$ cat config.mk
export PLATFORM = sky130hd
export DESIGN_NAME = fifo_rd_ptr_empty
export DESIGN_NICKNAME = d
export VERILOG_FILES = /design/src/rtl/fifo_pkg.sv /design/src/rtl/fifo_rd_ptr_empty.sv
export SDC_FILE = /design/constraint.sdc
export NUM_CORES = 1
export LEC_CHECK = 0
export CAP_MARGIN = 20
export CORE_MARGIN = 3
export CORE_UTILIZATION = 43
export CTS_BUF_LIST = sky130_fd_sc_hd__clkbuf_4 sky130_fd_sc_hd__clkbuf_8
export DETAILED_ROUTE_END_ITERATION = 8
export PLACE_DENSITY = 0.84
export SYNTH_ARGS = -nofsm -noshare
export SYNTH_HDL_FRONTEND = slang
export SYNTH_SLANG_ARGS = --single-unit
$ cat constraint.sdc
create_clock -name clk -period 2.2 [get_ports clk]
set_input_delay 0.22 -clock clk [delete_from_list [all_inputs] [get_ports clk]]
set_output_delay 0.22 -clock clk [all_outputs]
set_load 0.005 [all_outputs]
$ cat src/rtl/fifo_pkg.sv
// Shared definitions for the async FIFO pointer controllers (read and write side).
// Pointers carry one extra MSB so that a full FIFO can be told apart from an empty one.
package fifo_pkg;

  localparam int ADDR_W = 3;
  localparam int PTR_W  = ADDR_W + 1;
  localparam int DEPTH  = 1 << ADDR_W;

  typedef logic [PTR_W-1:0] ptr_t;

  function automatic ptr_t bin2gray(input ptr_t b);
    return (b >> 1) ^ b;
  endfunction

  function automatic ptr_t gray2bin(input ptr_t g);
    ptr_t b;
    b[PTR_W-1] = g[PTR_W-1];
    for (int i = PTR_W - 2; i >= 0; i--) begin
      b[i] = b[i+1] ^ g[i];
    end
    return b;
  endfunction

endpackage

$ cat src/rtl/fifo_rd_ptr_empty.sv
// Read-side pointer, empty/almost-empty, occupancy and sticky underflow status
// for the depth-8 async FIFO; rq_wptr_gray arrives already synchronised to clk.
module fifo_rd_ptr_empty
  import fifo_pkg::*;
#(
  parameter int AEMPTY_TH = 1
) (
  input  logic              clk,
  input  logic              nrst,
  input  logic              rd_en,
  input  logic [PTR_W-1:0]  rq_wptr_gray,
  output logic [ADDR_W-1:0] rd_addr,
  output logic [PTR_W-1:0]  rd_ptr_gray,
  output logic              empty,
  output logic              almost_empty,
  output logic [PTR_W-1:0]  rd_count,
  output logic              underflow
);

  ptr_t r_rbin;
  ptr_t r_rgray;
  ptr_t r_count;
  logic r_empty;
  logic r_aempty;
  logic r_underflow;

  logic w_pop;
  ptr_t w_rbin_next;
  ptr_t w_rgray_next;
  ptr_t w_wbin;
  ptr_t w_cnt_next;

  // Status is evaluated on the post-pop pointer so that a pop of the last entry
  // coinciding with a new write keeps empty low and the count steady.
  // NOTE: every signal written in always_comb gets a value on all paths; a
  // missing default here would infer a latch.
  always_comb begin
    w_pop        = rd_en & ~r_empty;
    w_rbin_next  = r_rbin + PTR_W'(w_pop);
    w_rgray_next = bin2gray(w_rbin_next);
    w_wbin       = gray2bin(rq_wptr_gray);
    w_cnt_next   = w_wbin - w_rbin_next;
  end

  // NOTE: state registers use non-blocking assignments so every flop samples
  // the pre-edge values, independent of statement order.
  always_ff @(posedge clk or negedge nrst) begin
    if (!nrst) begin
      r_rbin      <= '0;
      r_rgray     <= '0;
      r_count     <= '0;
      r_empty     <= 1'b1;
      r_aempty    <= 1'b1;
      r_underflow <= 1'b0;
    end else begin
      r_rbin      <= w_rbin_next;
      r_rgray     <= w_rgray_next;
      r_count     <= w_cnt_next;
      r_empty     <= (w_rgray_next == rq_wptr_gray);
      r_aempty    <= (w_cnt_next <= PTR_W'(AEMPTY_TH));
      r_underflow <= r_underflow | (rd_en & r_empty);
    end
  end

  assign rd_addr      = r_rbin[ADDR_W-1:0];
  assign rd_ptr_gray  = r_rgray;
  assign empty        = r_empty;
  assign almost_empty = r_aempty;
  assign rd_count     = r_count;
  assign underflow    = r_underflow;

endmodule

Figure 1. Nets reached from selected ports.
Scale: 8 px per um.
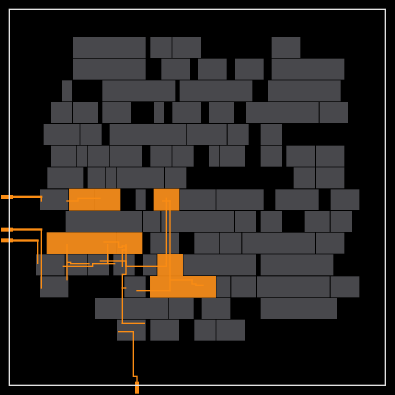
- rq_wptr_gray: orange (bits 4; direction input; end cells 7; buffers 7; wire 109 um)
I/O pin count: 21
count of buffers from port buffering: 20

==> out/results.ini <==
[cts]
tritoncts = built
cts.hold.buffers_added = 0
cts.htree.levels = 1
cts.root.buffer_cell = sky130_fd_sc_hd__clkbuf_4
cts_buffer_depth = 2
total_clock_buffers_created_by_cts = 3
number_of_clock_sinks_seen_by_cts = 14
clkSlewWorstSetupHoldPaths_ps = 90
clock_latency_ps = 280

[synthesis]
top_area_frac = 0.419
postSynthAreaPerCell_um2 = 13.3
ys_seq_share = 0.492
yosys.cell_count.top_type = sky130_fd_sc_hd__dfrtp_1
synth.mux.area_fraction = 0.0140
synth.cellmix.xorXnorShare = 0.236
asyncSetResetFlopFracSynth = 1.00
synthDistinctLibCells = 21
synth_top_cell_by_area = sky130_fd_sc_hd__dfrtp_1
synthSimpleGateAreaFrac = 0.0716
cell_count_after_synthesis = 54
post_synth_fa_ha_maj_area_fraction = 0.0873
flop_cell = sky130_fd_sc_hd__dfrtp_1
synth.area.top_cells = sky130_fd_sc_hd__dfrtp_1 (42%), sky130_fd_sc_hd__xnor2_1 (9.8%), sky130_fd_sc_hd__ha_1 (8.7%)
synth.top_cells.by_count = sky130_fd_sc_hd__dfrtp_1 (12), sky130_fd_sc_hd__xnor2_1 (8), sky130_fd_sc_hd__xor2_1 (6), sky130_fd_sc_hd__ha_1 (5), sky130_fd_sc_hd__inv_1 (5)
yosys-stat-area_um2 = 717
yosys_warnings = 0
floorplan.nets = 66
enable_flop_cells = 0
synth.cell_area_um2 = 717
yosysCellCount = 54
topCombFamilyByArea = XOR/XNOR gates

[flow_run]
max_cap_viol_count = 0
warning_count = 27

[sta]
timing.fmax_ghz = 0.463
worst_pin_slew_ps = 606
final_hold_vio_count = 0
finalWorstPathRequiredPeriod_ps = 2160
slew_headroom = 0.594
maxSlewViolCount = 0
fin_crit_sh = 0.983
timing.final.setup_violations = 0
grt_setup_unrepaired = true
worst_clock_skew_ps = 5.70

[grt]
grt_antenna_before_repair = 0
via_count_of_the_first_global_routing_pass = 490
gr_layer_usage_met3 = 0.0115
first_pass_grt_wire_length_um = 2100
highest_utilization_routing_layer_at_the_global_route_stage = met2
grtUsageMet2 = 0.228
overflow = 0

[power_and_ir_drop]
largestPowerGroup = combinational logic
seq-power_w = 0.000465
internal_power_w = 0.00123
power_switching_w = 0.000639
power.clock.total_w = 0.000188
power.clock.fraction = 0.101
irDropWorstVdd_mv = 1.04
power.total_w = 0.00186
power_combinational_w = 0.00121
sequentialPowerShare = 0.249
p_leak_nw = 0.510
power_frac_comb = 0.650
power.density_mw_per_mm2 = 1680
power_switching_share = 0.343

[worst_setup_path]
ordered_cell_list_for_the_critical_path = nor2b_2, ha_2, ha_4, xnor2_2, ha_1, or3b_4, o311ai_4, xnor2_2, nor3_2
cp_data_arrival_time_ps = 2380
crit_path_frequent_cell = sky130_fd_sc_hd__xnor2_2
reg2reg_slack_ps = 40
max_stage_delay_ps = 550
cp_data_required_time_ps = 2410
crit_slowest_cell = sky130_fd_sc_hd__dfstp_2
critPathMaxFanout = 2
critical_path.n_buffers_inverters = 0
timing.reg2reg.worst_path_depth = 9
crit-reg2reg-launch = empty
cp_capture_type = flip-flop
r2r-end = almost_empty
cp.depth = 9
timing_worst_setup_path_type = reg2reg

[die]
fp.dieArea_mm2 = 0.00219
taps = 16
floorplanUtilization = 0.465
rows = 14
core_area_mm2 = 0.00154
die_x_um = 46.8
die_h_um = 46.8

[cells_and_area]
fillers = 106
num_antenna_cells = 0
comb_gate_area_um2 = 377
layout.nonclk_buf_frac = 0.275
layout_top_cells_excl_fill_tap = sky130_fd_sc_hd__clkdlybuf4s50_1 (20), sky130_fd_sc_hd__buf_4 (14), sky130_fd_sc_hd__dfrtp_1 (12)
largest_cell_class = multi-input combinational cells
nMultiInputCombCells = 34
flop-count = 14
instances_no_fill = 107
design.final.nets = 104
layout_top_cell_excl_fill_tap = sky130_fd_sc_hd__clkdlybuf4s50_1
n_all_buffers = 34
syn2layout_area_growth_pct = 54.8
clk_share = 0.0327
register_area_um2 = 353
clkbuf_count = 4
seq_area_frac = 0.318
layout.non_clock_inverters = 5
combAreaFraction = 0.339
drive_above_1_share = 0.319

[routing]
drt_pre_antenna_iters = 3
wirelength_um = 1370
postRouteAntennaNets = 0
wire_per_inst_um = 12.8
avgViaCountPerCell = 4.71
via_count = 504
wl_met1_um = 604
routed-wl-met3_um = 47
drt_drc_violations_left = 0
routed-wl-met2_um = 691
dr.max_layer_used = met4
dr.first_iter.drc_count = 6

[placed_design]
dpl.hpwl_um = 1060
place_inst = 100
gp_routability_congestion = 0.774

[status]
outcome = complete, no violations

[worst_hold_path]
hp-class = in2async

Figure 2. Metal 2.
Scale: 10 px per um. Cells faint in the background.
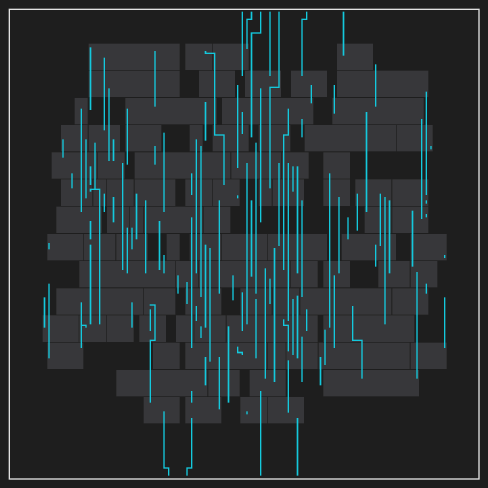
- wire length on this layer: 692 um
- share of all routed wire: 51%

==> how the worst max path moves through the flow <==
stage	endpoint	startpoint	slack [ps]
after floorplan	almost_empty	empty	30
after global placement	almost_empty	rd_en	-200
after detailed placement	almost_empty	rd_en	-230
after CTS	almost_empty	empty	30
after global routing	almost_empty	empty	-70
final	almost_empty	empty	40
==> what timing repair did <==
item	in CTS	in global routing
endpoints found under the setup margin	2	2
resized	2	2
setup buffers	1	2
pin swaps	2	0
==> through the flow <==
step	worst slack, ps	instance area [um2]	util	hold slack (ps)	TNS, ps
finish	38.5	1110	0.720	309	0
global route	-73.2	1110	0.720	347	-80.3
CTS	26.3	1080	0.702	318	0
detailed placement	-232	1030	0.667	467	-437
global placement	-200	1030	0.667	438	-372
floorplan	28.4	729	-	-75.6	0
